==> config.mk <==
export PLATFORM = sky130hd
export DESIGN_NAME = mem_ctl_mem_responder
export DESIGN_NICKNAME = d
export VERILOG_FILES = /design/src/rtl/mem_ctl_mem_responder.sv
export SDC_FILE = /design/constraint.sdc
export NUM_CORES = 1
export LEC_CHECK = 0
export CORE_MARGIN = 4
export CORE_UTILIZATION = 45
export CTS_CLUSTER_SIZE = 40
export DETAILED_ROUTE_END_ITERATION = 8
export GPL_ROUTABILITY_DRIVEN = 0
export PLACE_DENSITY_LB_ADDON = 0.12
export SETUP_SLACK_MARGIN = 0.15
export SLEW_MARGIN = 5
export SYNTH_ARGS = -nofsm -noshare
export SYNTH_HDL_FRONTEND = slang
export SYNTH_SLANG_ARGS = --single-unit
==> constraint.sdc <==
create_clock -name clk -period 2.2 [get_ports clk]
set_clock_uncertainty 0.1 [all_clocks]
set_input_delay 0.33 -clock clk [delete_from_list [all_inputs] [get_ports clk]]
set_output_delay 0.33 -clock clk [all_outputs]
set_load 0.01 [all_outputs]
### Signal metal coverage by tile

The die is cut into 25 by 25 equal tiles; white is low, dark blue is high, scaled to the fullest tile. Values are wire area over tile area, all layers added.
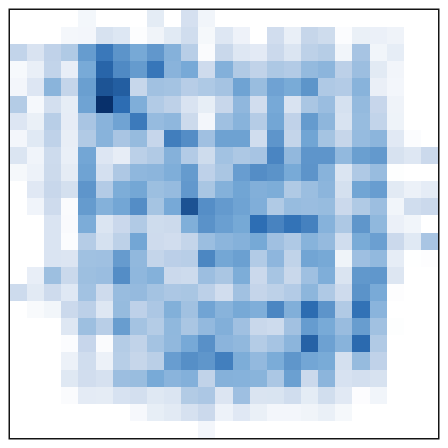
mean over tiles: 0.13
fullest tile: 0.49
densest ninth of the die: centre
emptiest ninth of the die: lower left
nearly empty tiles: 21%
tiles over half the peak: 16%
All-Layer GR Usage: 17.8%
DRT Wirelength: 13.4 mm
vias post-DR: 3468
WL/cell: 20.9 um

### A small window of the routed layout

The bar under the picture is 5 um long. Region (53, 79) to (73, 99) um. Cells in grey, sequential cells in the stronger grey; small squares are vias.
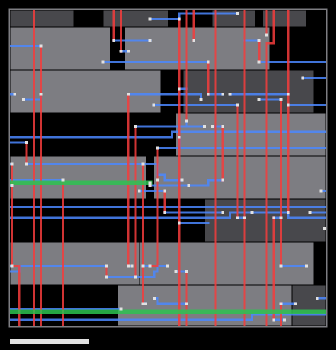
| colour | layer |
|---|---|
| green | M3 |
| blue | M1 |
| red | M2 |
cells with their middle in the window: 12
sequential cells in the window: 9
most frequent: edfxtp_1 (8), mux4_2 (2)

### Clock wiring as the flow saved it

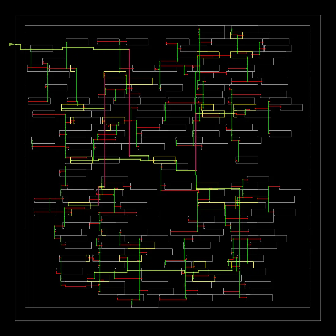
clkbuf count: 24
CTS buffer count: 17
Clock Latency Late Sink: 420 ps

### Logic cells by family

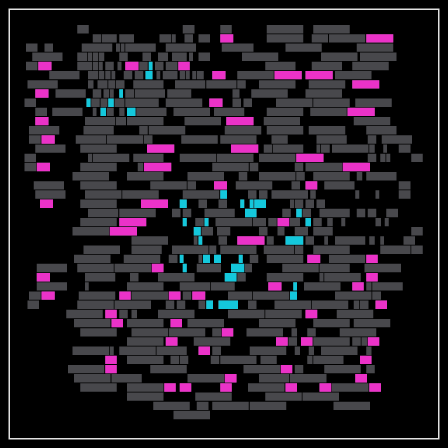
| colour | family | cells | most used | where |
|---|---|---|---|---|
| magenta | mux cells | 63 | mux2i_1 | all over the die |
| cyan | nor cells | 31 | nor2_1 | centre |
Comb area share: 22.3%
Non-Filler Instances: 639
most frequent logic cell in the layout: edfxtp_1

==> CHANGELOG.md <==
## Flow update

- Sw frac: 30.2%
- Synth cell count leaders: edfxtp_1, mux2i_1, dfrtp_1, a22oi_1, nor2_1
- Final hold vios: 0
- Number of antenna violations at the first check in global routing: 0
- Fill count: 1064
- Cell family with most CP delay: simple AND/OR/NAND/NOR gates
- Flop pwr share: 44.8%
- Register-to-Register Path Depth: 7
- Met2 usage: 27.1%
- Vias per cell: 5.43
- Sequential cell area share: 58.5%
- Top-area cell share: 60.6%
- Met3 Use GR: 5.22%
- Part of the power in the clock network: 29.0%
- Sinks on the clock net: 157
- Finished Core Util: 56.5%
- Critical path class: reg2reg
- Setup TNS: 0 ps
- Peak VDD IR: 0.000778 V
- Clock Pin Slew Worst Setup and Hold Paths: 60 ps
- Tap cell count: 180
- Syn_nets: 397
- Die Ht: 127 um
- Gr ovfl total: 0
- Synth Seq Share: 72.0%
- Die Area: 0.0161 mm2
- Max Slew Vio Count: 0
- TritonCTS clock tree: yes
- Initial Utilization: 45.9%
- Met1 usage: 24.7%
- Final HPWL DP: 8.73 mm
- PD cells: 1290 mW/mm2
- Core ar.: 0.0138 mm2
- DR pass1 iterations: 4
- Final nets: 468
- Status: completed
- Post-CTS Setup Bufs: 1
- Max FFs per register: 128
- Xor/xnor share: 0%
- YS chip area: 0.00634 mm2
- Row count: 43
- Top Layout Cells: edfxtp_1, buf_4, mux2i_1
- Root buf cell: clkbuf_16
- ANT nets after route: 0
- Layout cells sized above 1: 27.9%
- Signal inverters: 8
- Number of distinct library cells after synthesis: 42
Power figures rest on the tool's default switching activity, not on a simulated workload.
